[config.mk]
export PLATFORM = sky130hd
export DESIGN_NAME = fu_divsqrt_srt_iter
export DESIGN_NICKNAME = d
export VERILOG_FILES = /design/src/rtl/fu_divsqrt_srt_iter.sv
export SDC_FILE = /design/constraint.sdc
export NUM_CORES = 1
export LEC_CHECK = 0
export ABC_AREA = 0
export CAP_MARGIN = 20
export CORE_MARGIN = 1.5
export CORE_UTILIZATION = 45
export DETAILED_ROUTE_END_ITERATION = 12
export GPL_TIMING_DRIVEN = 1
export PLACE_DENSITY = 0.65
export SLEW_MARGIN = 20
export SYNTH_ARGS = -nofsm -noshare
export SYNTH_HDL_FRONTEND = slang
export SYNTH_SLANG_ARGS = --single-unit
[constraint.sdc]
create_clock -name clk -period 4.23 [get_ports clk]
set_clock_uncertainty 0.15 [all_clocks]
set_input_delay 0.423 -clock clk [delete_from_list [all_inputs] [get_ports clk]]
set_output_delay 0.423 -clock clk [all_outputs]
set_load 0.02 [all_outputs]
[src/rtl/fu_divsqrt_srt_iter.sv]
// Radix-2 SRT sequential divider for normalised unsigned fractions: digit set {-1,0,+1},
// on-the-fly quotient conversion and a final sign-correction cycle giving exact floor q/rem.
module fu_divsqrt_srt_iter #(
  parameter int WIDTH = 24
) (
  input  logic             clk,
  input  logic             rst_b,
  input  logic             start,
  input  logic             kill,
  input  logic [WIDTH-1:0] a,
  input  logic [WIDTH-1:0] d,
  output logic             ready,
  output logic             done,
  output logic [WIDTH-1:0] q,
  output logic [WIDTH-1:0] rem,
  output logic             err,
  output logic [1:0]       dbg_state
);

  localparam int CNT_W = $clog2(WIDTH + 1);

  typedef enum logic [1:0] {
    S_IDLE = 2'd0,
    S_ITER = 2'd1,
    S_FIX  = 2'd2,
    S_DONE = 2'd3
  } state_t;

  state_t             state_q, state_d;
  logic [WIDTH-1:0]   dv_q, dv_d;
  logic [WIDTH+1:0]   r_q, r_d;
  logic [WIDTH-1:0]   qa_q, qa_d;
  logic [WIDTH-1:0]   qm_q, qm_d;
  logic [CNT_W-1:0]   cnt_q, cnt_d;
  logic [WIDTH-1:0]   q_q, q_d;
  logic [WIDTH-1:0]   rem_q, rem_d;
  logic               err_q, err_d;

  logic [WIDTH+1:0]   s;
  logic [WIDTH+1:0]   d_ext;
  logic               dig_pos, dig_neg;
  logic               ops_legal;

  // Handshake: a launch happens on a rising edge where start=1, ready=1 and kill=0;
  // done is a one-cycle pulse and q/rem/err are valid from that cycle until the next launch.
  assign ready     = (state_q == S_IDLE);
  assign done      = (state_q == S_DONE);
  assign q         = q_q;
  assign rem       = rem_q;
  assign err       = err_q;
  assign dbg_state = state_q;

  assign s     = {r_q[WIDTH:0], 1'b0};
  assign d_ext = {2'b00, dv_q};

  // Digit select from sign plus two top magnitude bits: s >= 1/2 -> +1, s < -1/2 -> -1.
  assign dig_pos = ~s[WIDTH+1] & (s[WIDTH] | s[WIDTH-1]);
  assign dig_neg =  s[WIDTH+1] & ~(s[WIDTH] & s[WIDTH-1]);

  assign ops_legal = d[WIDTH-1] & (a < d);

  always_comb begin
    state_d = state_q;
    dv_d    = dv_q;
    r_d     = r_q;
    qa_d    = qa_q;
    qm_d    = qm_q;
    cnt_d   = cnt_q;
    q_d     = q_q;
    rem_d   = rem_q;
    err_d   = err_q;
    if (kill) begin
      state_d = S_IDLE;
    end else begin
      case (state_q)
        S_IDLE: begin
          if (start) begin
            if (ops_legal) begin
              dv_d    = d;
              r_d     = {2'b00, a};
              qa_d    = '0;
              qm_d    = '0;
              cnt_d   = '0;
              state_d = S_ITER;
            end else begin
              q_d     = '0;
              rem_d   = '0;
              err_d   = 1'b1;
              state_d = S_DONE;
            end
          end
        end
        S_ITER: begin
          if (dig_pos) begin
            r_d  = s - d_ext;
            qa_d = {qa_q[WIDTH-2:0], 1'b1};
            qm_d = {qa_q[WIDTH-2:0], 1'b0};
          end else if (dig_neg) begin
            r_d  = s + d_ext;
            qa_d = {qm_q[WIDTH-2:0], 1'b1};
            qm_d = {qm_q[WIDTH-2:0], 1'b0};
          end else begin
            r_d  = s;
            qa_d = {qa_q[WIDTH-2:0], 1'b0};
            qm_d = {qm_q[WIDTH-2:0], 1'b1};
          end
          cnt_d = cnt_q + CNT_W'(1);
          if (cnt_q == CNT_W'(WIDTH - 1)) begin
            state_d = S_FIX;
          end
        end
        S_FIX: begin
          // A negative final remainder means the redundant quotient overshot by one.
          if (r_q[WIDTH+1]) begin
            q_d   = qm_q;
            rem_d = r_q[WIDTH-1:0] + dv_q;
          end else begin
            q_d   = qa_q;
            rem_d = r_q[WIDTH-1:0];
          end
          err_d   = 1'b0;
          state_d = S_DONE;
        end
        S_DONE: begin
          state_d = S_IDLE;
        end
        default: begin
          state_d = S_IDLE;
        end
      endcase
    end
  end

  always_ff @(posedge clk) begin
    if (!rst_b) begin
      state_q <= S_IDLE;
      dv_q    <= '0;
      r_q     <= '0;
      qa_q    <= '0;
      qm_q    <= '0;
      cnt_q   <= '0;
      q_q     <= '0;
      rem_q   <= '0;
      err_q   <= 1'b0;
    end else begin
      state_q <= state_d;
      dv_q    <= dv_d;
      r_q     <= r_d;
      qa_q    <= qa_d;
      qm_q    <= qm_d;
      cnt_q   <= cnt_d;
      q_q     <= q_d;
      rem_q   <= rem_d;
      err_q   <= err_d;
    end
  end

endmodule

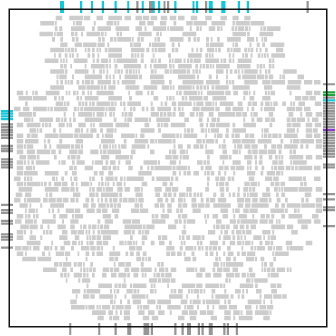
**Above:** ports around the boundary.
Pins as bars across the die edge, other pins in gray.
legend:
  dbg_state:
    color: green
    pins: 2
    direction: output
    edge: right
  q:
    color: cyan
    pins: 24
    direction: output
    edge: 19 top, 4 left, 1 right
  rst_b:
    color: purple
    pins: 1
    direction: input
    edge: right
all pins by edge: 33 right, 26 left, 26 top, 20 bottom

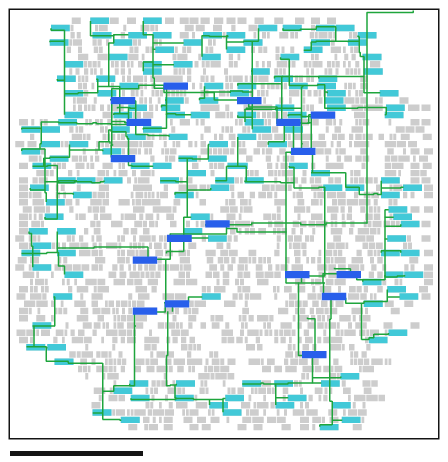
**Above:** clock wires, drivers and flops.
Scale bar: 50 um.
legend:
  clock wires:
    color: green
    length: 2330 um
  clock-net drivers:
    color: blue
    count: 17
  flip-flops:
    color: cyan
    count: 154
flops lie: widely spread
routed clock nets: 18

[per-layer routing]
layer  track usage, %  up-vias
met5                0        -
met4             10.9        0
met3             4.98       72
met2             42.1      412
met1             36.8     5209
li1                 -     5465
[flip-flops by register name, summed over array words and instances (netlist names)]
name / count
q: 24
qm_q: 24
qa_q: 24
err: 1
rem: 24
dv_q: 24
r_q: 26
dbg_state: 2
cnt_q: 5
[power by group through the flow]
stage                     sequential, mW  clock (mW)  combinational, mW
after floorplan                     1.53           0              0.545
after global placement              1.54           0              0.809
after detailed placement            1.54           0              0.815
after CTS                           1.50        1.71              0.820
after global routing                1.51        1.77              0.906
final                               1.50        1.68              0.832
[cell usage after synthesis, types with 16 or more instances]
cell type    n
a211oi_1    17
a21oi_1    230
nand3_1     62
ha_1        97
clkbuf_1    72
nor2_1     171
nor3_1      17
a21o_1      28
mux2_2      34
mux2i_1     31
nand2_1    194
o21ai_0     53
inv_1       78
dfxtp_1    154
xnor2_1     16
[logic make-up after synthesis]
family,synth area share (%)
XOR/XNOR,2.12
flip-flops,27.6
AND-OR/OR-AND,26.3
buffers and inverters,6.30
AND/OR/NAND/NOR,20.0
adder cells (fa/ha/maj),11.4
multiplexers,6.21
[worst paths after layout]
check	slack (ns)	start	endpoint	depth (start not counted)
worst max-delay path	0.25	dv_q[0]$_SDFFE_PN0P_	r_q[22]$_SDFFE_PN0P_	12
worst min-delay path	0.30	q[12]$_SDFFE_PN0P_	q[12]$_SDFFE_PN0P_	2
worst max register to register	0.25	dv_q[0]$_SDFFE_PN0P_	r_q[22]$_SDFFE_PN0P_	12
worst min register to register	0.30	q[12]$_SDFFE_PN0P_	q[12]$_SDFFE_PN0P_	2
[metrics by stage]
stage	hold slack, ns	total power, mW	worst slack (ns)
floorplan	0.300	2.07	1.15
global placement	0.290	2.34	0.257
CTS	0.304	4.03	0.428
global route	0.316	4.18	0.102
detailed placement	0.294	2.35	0.191
finish	0.300	4.02	0.253
[cell type report]
cell class	instances	area [sq um]
sequential	154	3080
multi-input combinational	1174	7410
timing repair buffer	139	1350
clock buffer	17	425
inverter	78	295
tap	324	405
clock inverter	15	201
fill	2337	11100
[worst min-delay path: cells and delay by family (launching register included)]
kind / cells / cell delay (ns)
AOI/OAI and AO/OA: 1 / 0.05
DFF: 1 / 0.31
and+or+nand+nor: 1 / 0.05
==> impl_metrics.json <==
{
  "syn_to_final_growth_pct": 18.1,
  "p_clk_share_pct": 41.9,
  "netlist_area_sq_um": 11200,
  "endpoint_kind": "flip-flop",
  "clock_sinks": 154,
  "synth.ff_latch_count": 154,
  "h-tree-depth": 4,
  "async_flop_share_pct": 0,
  "fp.coreArea_sq_um": 24300,
  "grt_pass1_vias": 10600,
  "yosys_area_sq_um": 11200,
  "crit_buf_inv": 1,
  "io_buffers": 104,
  "synth_cell_types": 71,
  "syn_nets": 1657,
  "grt_pass1_wl_um": 56300,
  "ir_drop_mv": 0.224,
  "final_area_sq_um": 13200,
  "tightest_slew_ns": 0.901,
  "grt-ovfl-total": 0,
  "ff_type": "dfxtp_1",
  "cts-resized-gates": 0,
  "p_seq_share_pct": 37.4,
  "yosysTopAreaCellShare_pct": 27.6,
  "crit_chain": "inv_1, fa_1, a211oi_1, o31ai_1, o21ai_1, a41oi_1, a31oi_1, o21bai_1, a32o_1, nor3_1, o21ai_0, a32o_1",
  "hold_viol_final": 0,
  "drt-initial-drc-count": 971,
  "status": "finished clean",
  "p_sw_mw": 1.27,
  "yosysWarnings": 0,
  "crit_fanout": 5,
  "ys_cells": 1505,
  "die_w_um": 160,
  "power_switching_share_pct": 31.7
}
Power figures rest on the tool's default switching activity, not on a simulated workload.
